### Routed metal, one colour a layer

Drawn at 4 px/um. Only two layers are drawn.
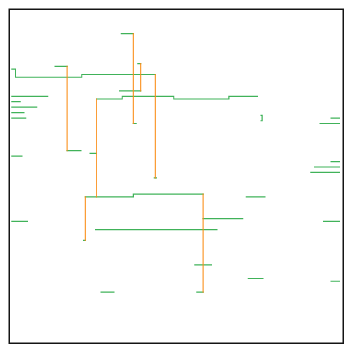
### Selected gate families

Drawn at 6 px/um.
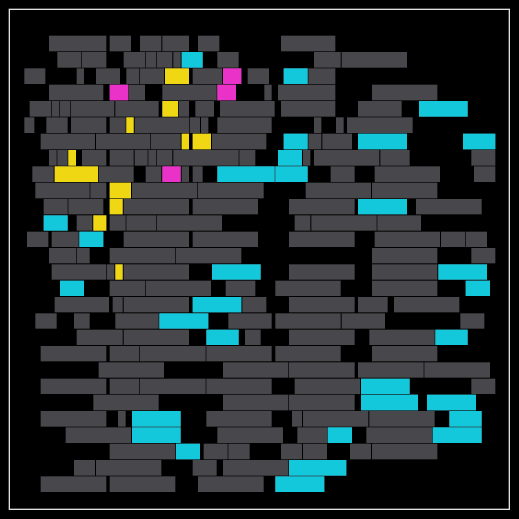
### Routing congestion map

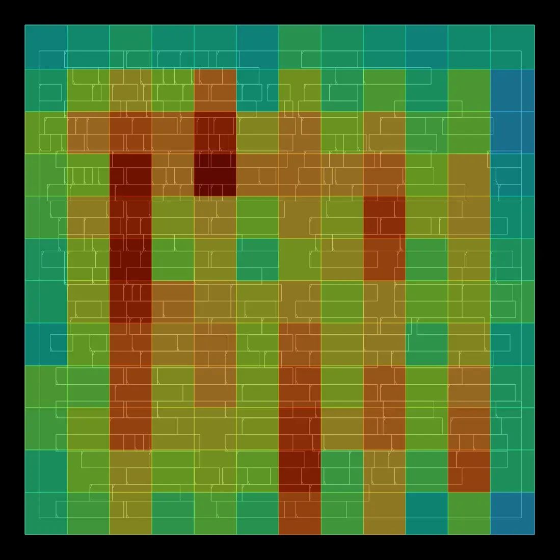
### Close-up of the layout

Region (27, 43) to (57, 73) um. Cells in grey, sequential cells in the stronger grey; small squares are vias.
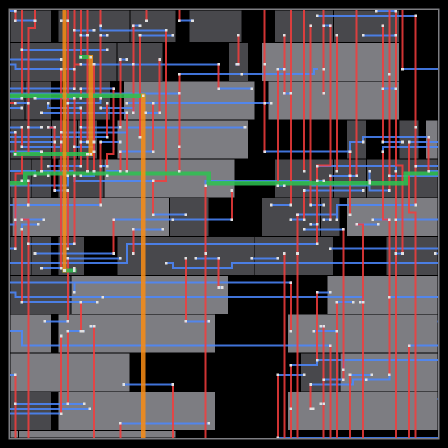
File: src/rtl/fifo_sync_flex.sv
// Single-clock FIFO with arbitrary depth and a selectable FWFT or registered read port.
// It also provides programmable almost-flags, an occupancy count and sticky error flags.
module fifo_sync_flex #(
  parameter int DATA_WIDTH = 8,
  parameter int DEPTH      = 8,
  parameter int FWFT       = 1,
  parameter int AF_THRESH  = DEPTH - 1,
  parameter int AE_THRESH  = 1,
  parameter int CNT_WIDTH  = $clog2(DEPTH + 1)
) (
  input  logic                  Clk,
  input  logic                  Rst,
  input  logic                  Wen,
  input  logic [DATA_WIDTH-1:0] WrData,
  input  logic                  Ren,
  input  logic                  ClrErr,
  output logic [DATA_WIDTH-1:0] RdData,
  output logic                  RdValid,
  output logic                  Full,
  output logic                  Empty,
  output logic                  AlmostFull,
  output logic                  AlmostEmpty,
  output logic [CNT_WIDTH-1:0]  Count,
  output logic                  Overflow,
  output logic                  Underflow
);

  localparam int PTR_WIDTH = (DEPTH > 2) ? $clog2(DEPTH) : 1;

  if (DEPTH < 2) begin : g_chk_depth
    $fatal(1, "fifo_sync_flex: DEPTH must be >= 2");
  end
  if (AF_THRESH < 1 || AF_THRESH > DEPTH) begin : g_chk_af
    $fatal(1, "fifo_sync_flex: AF_THRESH must be in 1..DEPTH");
  end
  if (AE_THRESH < 0 || AE_THRESH > DEPTH - 1) begin : g_chk_ae
    $fatal(1, "fifo_sync_flex: AE_THRESH must be in 0..DEPTH-1");
  end

  logic [DATA_WIDTH-1:0] mem [DEPTH];
  logic [PTR_WIDTH-1:0]  wr_ptr;
  logic [PTR_WIDTH-1:0]  rd_ptr;
  logic [CNT_WIDTH-1:0]  count_q;
  logic                  overflow_q;
  logic                  underflow_q;
  logic                  wen_q;
  logic                  ren_q;

  // Flags decode from the registered count only, never from Wen/Ren.
  assign Full        = (count_q == CNT_WIDTH'(DEPTH));
  assign Empty       = (count_q == '0);
  assign AlmostFull  = (count_q >= CNT_WIDTH'(AF_THRESH));
  assign AlmostEmpty = (count_q <= CNT_WIDTH'(AE_THRESH));
  assign Count       = count_q;
  assign Overflow    = overflow_q;
  assign Underflow   = underflow_q;

  assign wen_q = Wen & ~Full;
  assign ren_q = Ren & ~Empty;

  always_ff @(posedge Clk) begin
    if (wen_q) begin
      mem[wr_ptr] <= WrData;
    end
  end

  // Explicit wrap keeps non-power-of-2 depths correct.
  always_ff @(posedge Clk or posedge Rst) begin
    if (Rst) begin
      wr_ptr  <= '0;
      rd_ptr  <= '0;
      count_q <= '0;
    end else begin
      if (wen_q) begin
        wr_ptr <= (wr_ptr == PTR_WIDTH'(DEPTH - 1)) ? '0 : wr_ptr + PTR_WIDTH'(1);
      end
      if (ren_q) begin
        rd_ptr <= (rd_ptr == PTR_WIDTH'(DEPTH - 1)) ? '0 : rd_ptr + PTR_WIDTH'(1);
      end
      case ({wen_q, ren_q})
        2'b10:   count_q <= count_q + CNT_WIDTH'(1);
        2'b01:   count_q <= count_q - CNT_WIDTH'(1);
        default: count_q <= count_q;
      endcase
    end
  end

  // Set has priority over ClrErr.
  always_ff @(posedge Clk or posedge Rst) begin
    if (Rst) begin
      overflow_q  <= 1'b0;
      underflow_q <= 1'b0;
    end else begin
      if (Wen & Full) begin
        overflow_q <= 1'b1;
      end else if (ClrErr) begin
        overflow_q <= 1'b0;
      end
      if (Ren & Empty) begin
        underflow_q <= 1'b1;
      end else if (ClrErr) begin
        underflow_q <= 1'b0;
      end
    end
  end

  if (FWFT != 0) begin : g_fwft
    assign RdData  = mem[rd_ptr];
    assign RdValid = ~Empty;
  end else begin : g_reg
    logic [DATA_WIDTH-1:0] rd_data_q;
    logic                  rd_valid_q;

    always_ff @(posedge Clk or posedge Rst) begin
      if (Rst) begin
        rd_data_q  <= '0;
        rd_valid_q <= 1'b0;
      end else begin
        rd_valid_q <= ren_q;
        if (ren_q) begin
          rd_data_q <= mem[rd_ptr];
        end
      end
    end

    assign RdData  = rd_data_q;
    assign RdValid = rd_valid_q;
  end

endmodule

File: config.mk
export PLATFORM = sky130hd
export DESIGN_NAME = fifo_sync_flex
export DESIGN_NICKNAME = d
export VERILOG_FILES = /design/src/rtl/fifo_sync_flex.sv
export SDC_FILE = /design/constraint.sdc
export NUM_CORES = 1
export LEC_CHECK = 0
export CAP_MARGIN = 5
export CORE_MARGIN = 2
export CORE_UTILIZATION = 51
export DETAILED_ROUTE_END_ITERATION = 10
export GPL_TIMING_DRIVEN = 0
export PLACE_DENSITY = 0.75
export SLEW_MARGIN = 15
export SYNTH_ARGS = -nofsm -noshare
export SYNTH_HDL_FRONTEND = slang
export SYNTH_SLANG_ARGS = --single-unit
File: constraint.sdc
create_clock -name Clk -period 2.05 [get_ports Clk]
set_input_delay 0.5125 -clock Clk [delete_from_list [all_inputs] [get_ports Clk]]
set_output_delay 0.5125 -clock Clk [all_outputs]
set_load 0.01 [all_outputs]
==> impl_metrics.tcl <==
# place-and-route summary
set metrics [dict create \
    run_status "complete, but fails checks" \
    violations "negative setup slack" \
    most-common-layout-cells "64 x edfxtp_1, 18 x clkdlybuf4s50_1, 13 x buf_6, 13 x mux4_2, 11 x buf_4" \
    combPwrFrac 0.431 \
    die-area_um2 6910 \
    firstDrtPassIters 4 \
    insertion_delay_ns 0.35 \
    hpwl_um 3940 \
    p_leak_nw 1.51 \
    layout_top_cell "edfxtp_1" \
    max_freq_ghz 0.396 \
    antenna_found_initial 0 \
    die_w_um 83.1 \
    grt_pass1_vias 1804 \
    mux_area_frac 0.184 \
    r2r.worst_path.cells 9 \
    place.gp.congestion 0.727 \
    vias 1759 \
    drt_iter0_markers 101 \
    regMostFlops "mem" \
    vias_per_cell 5.79 \
    fin_skew_ns 0.0108 \
    ys_async_sr_fraction 0.158 \
    relSlewSlack 0.463 \
    cts_sinks 76 \
    ys_cells 165 \
    fin_cells 304 \
    post-route-util 0.697 \
    r2r-end "Count[3]$_DFFE_PP0P_" \
    top_area_cell "edfxtp_1" \
    path_buffers 4 \
    fp_util 0.533 \
    critical_path_depth 6 \
    cts_buffer_depth 2 \
    power_mw 6.34 \
    switchingPower_mw 1.98 \
    wl_per_cell_um 22.1 \
    ys.flops 76 \
    r2r-start "Count[0]$_DFFE_PP0P_" \
    vdd_drop_max_mv 0.835 \
    fa_ha_area_frac 0.0314 \
    cp.arrival_ns 2.01 \
    wl_um 6720 \
    portBuffers 31 \
    cts_tree "yes" \
    yosys_area_um2 3190 \
    final-hold-violation-count 0 \
    worst_pin_slew_ns 0.806 \
    clock_power_share 0.210 \
    cp_max_fo 5 \
    synthTopCellsByCount "64 x edfxtp_1, 16 x mux4_1, 14 x mux2_2, 12 x dfrtp_1" \
    final_area_um2 4180 \
    rsz0062_at_grt "yes" \
    postRouteAntennaNets 0 \
    top_cells_by_area "edfxtp_1 60%, mux4_1 13%, dfrtp_1 9.4%, mux2_2 4.9%, ha_1 3.1%" \
    io_pins 32 \
    yosys.area_share.xor_xnor 0.0110 \
    place_ws_ns -0.748 \
    numCtsBuffers 9 \
    criticalPathCategory "reg -> out" \
    yosys.cell_types.count 28 \
    timing.final.crit_share 1.23 \
    slowest_stage "mux4_2" \
    dp.cells 271 \
    grt-ovfl-total 0 \
    synth-edff-count 64 \
    cts_root_buffer "clkbuf_8" \
    cp_cell_sequence "buf_6 > buf_12 > buf_12 > mux4_2 > mux2_4 > buf_6" \
    die_height_um 83.1 \
    drive_gt1_frac 0.432 \
    syn2layout_area_growth_pct 30.9 \
    coreArea_um2 5990 \
    largest_reg_flops 64 \
    start_kind "flop" \
    worst_slack_ns -0.476 \
    cts.reportedPaths.clkPinSlew_ns 0.08 \
    avgSynthCellArea_um2 19.3 \
    top_area_frac 0.602 \
    rows 28 \
    topCombFamilyByArea "multiplexers" \
    seqPwrFrac 0.359 \
    aoi_share 0.00862 \
    htree_levels 3 \
    syn_nets 186 \
    setup_viol 11 \
    place_area_um2 3640 \
    grt_max_degree 13 \
    cp_top_family "multiplexers" \
    nets 245 \
    end_kind "output pin" \
    synth_top_flop_cell "edfxtp_1" \
    simple_gate_area_frac 0.0455 \
    period_minus_slack_ns 2.53 \
    p_int_mw 4.36 \
    finalMaxSlewViolations 0 \
    slowest_delay_ns 0.50 \
    p_sw_frac 0.312 \
    critPathCapture "RdData[0]" \
    synth_seq_share 0.696 \
    fin_hold_ws_ns 0.479 \
    min_path_type "in -> async" \
    diodes 0 \
    cp-startpoint "rd_ptr[1]$_DFFE_PP0P_" \
    syn-cell-area_um2 3190 \
    required_ns 1.54 \
    yosysWarnings 0 \
    powerDensity_nw_per_um2 1520 \
    tool_warnings 31 \
    syn-instance-count 165 \
    grt_pass1_wl_um 10200 \
    drcViolationCount 0 \
    maxCapViolations 0 \
    yosysMostFrequentCell "edfxtp_1" \
    rrSetupSlack_ns -0.02 \
    finalSetupTns_ns -3.61 \
    cts.hold.buffers_added 0 \
]
-- 'Routed metal, one colour a layer' (at the start) --
M4: drawn in orange, wire length 136 um. M3: drawn in green, wire length 247 um.

-- 'Selected gate families' (at the start) --
xor and xnor cells: drawn in magenta, cells 4. nand cells: drawn in yellow, cells 11, most used nand2_1. mux cells: drawn in cyan, cells 31, most used mux4_2.

-- 'Routing congestion map' (at the start) --
met3 usage: 0.0507
most used routing layer: met2
met2 Track Usage GR: 0.350
Total GRT Usage: 0.204
met1 usage: 0.251

-- 'Close-up of the layout' (at the start) --
M2: drawn in red. M4: drawn in orange. M3: drawn in green. M1: drawn in blue.
Most frequent: edfxtp_1 (10), dfrtp_1 (4), mux2_2 (3). 44 logic cells have their middle in the window. Sequential cells in the window: 15. Netlist names of flops here include mem (10), Count (3), rd_ptr (2).

-- what timing repair did --
action | CTS | global route
setup buffers | 11 | 9
setup endpoints to repair | 79 | 70
gates cloned | 1 | 0
gates resized | 94 | 20
pin swaps | 2 | 7
-- power by group through the flow --
stage               combinational (mW)  clock [mW]  sequential, mW
global placement                  2.00           0            2.19
detailed placement                2.12           0            2.24
finish                            2.73        1.33            2.28
floorplan                         1.27           0            2.20
global route                      2.92        1.41            2.30
CTS                               2.64        1.33            2.26
-- cell type report --
class	instances	area [um2]
timing repair buffer	49	526
multi-input combinational	76	1020
buffer	4	42.5
fill	373	1810
clock inverter	5	100
inverter	8	35.0
sequential	76	2220
tap	75	93.8
clock buffer	11	131
-- routing by layer --
layer	wire (um)	track usage
met5	0	0
met4	136	0.0730
met3	246	0.0507
met2	3550	0.350
met1	2780	0.251
Power and IR drop assume default switching activity.
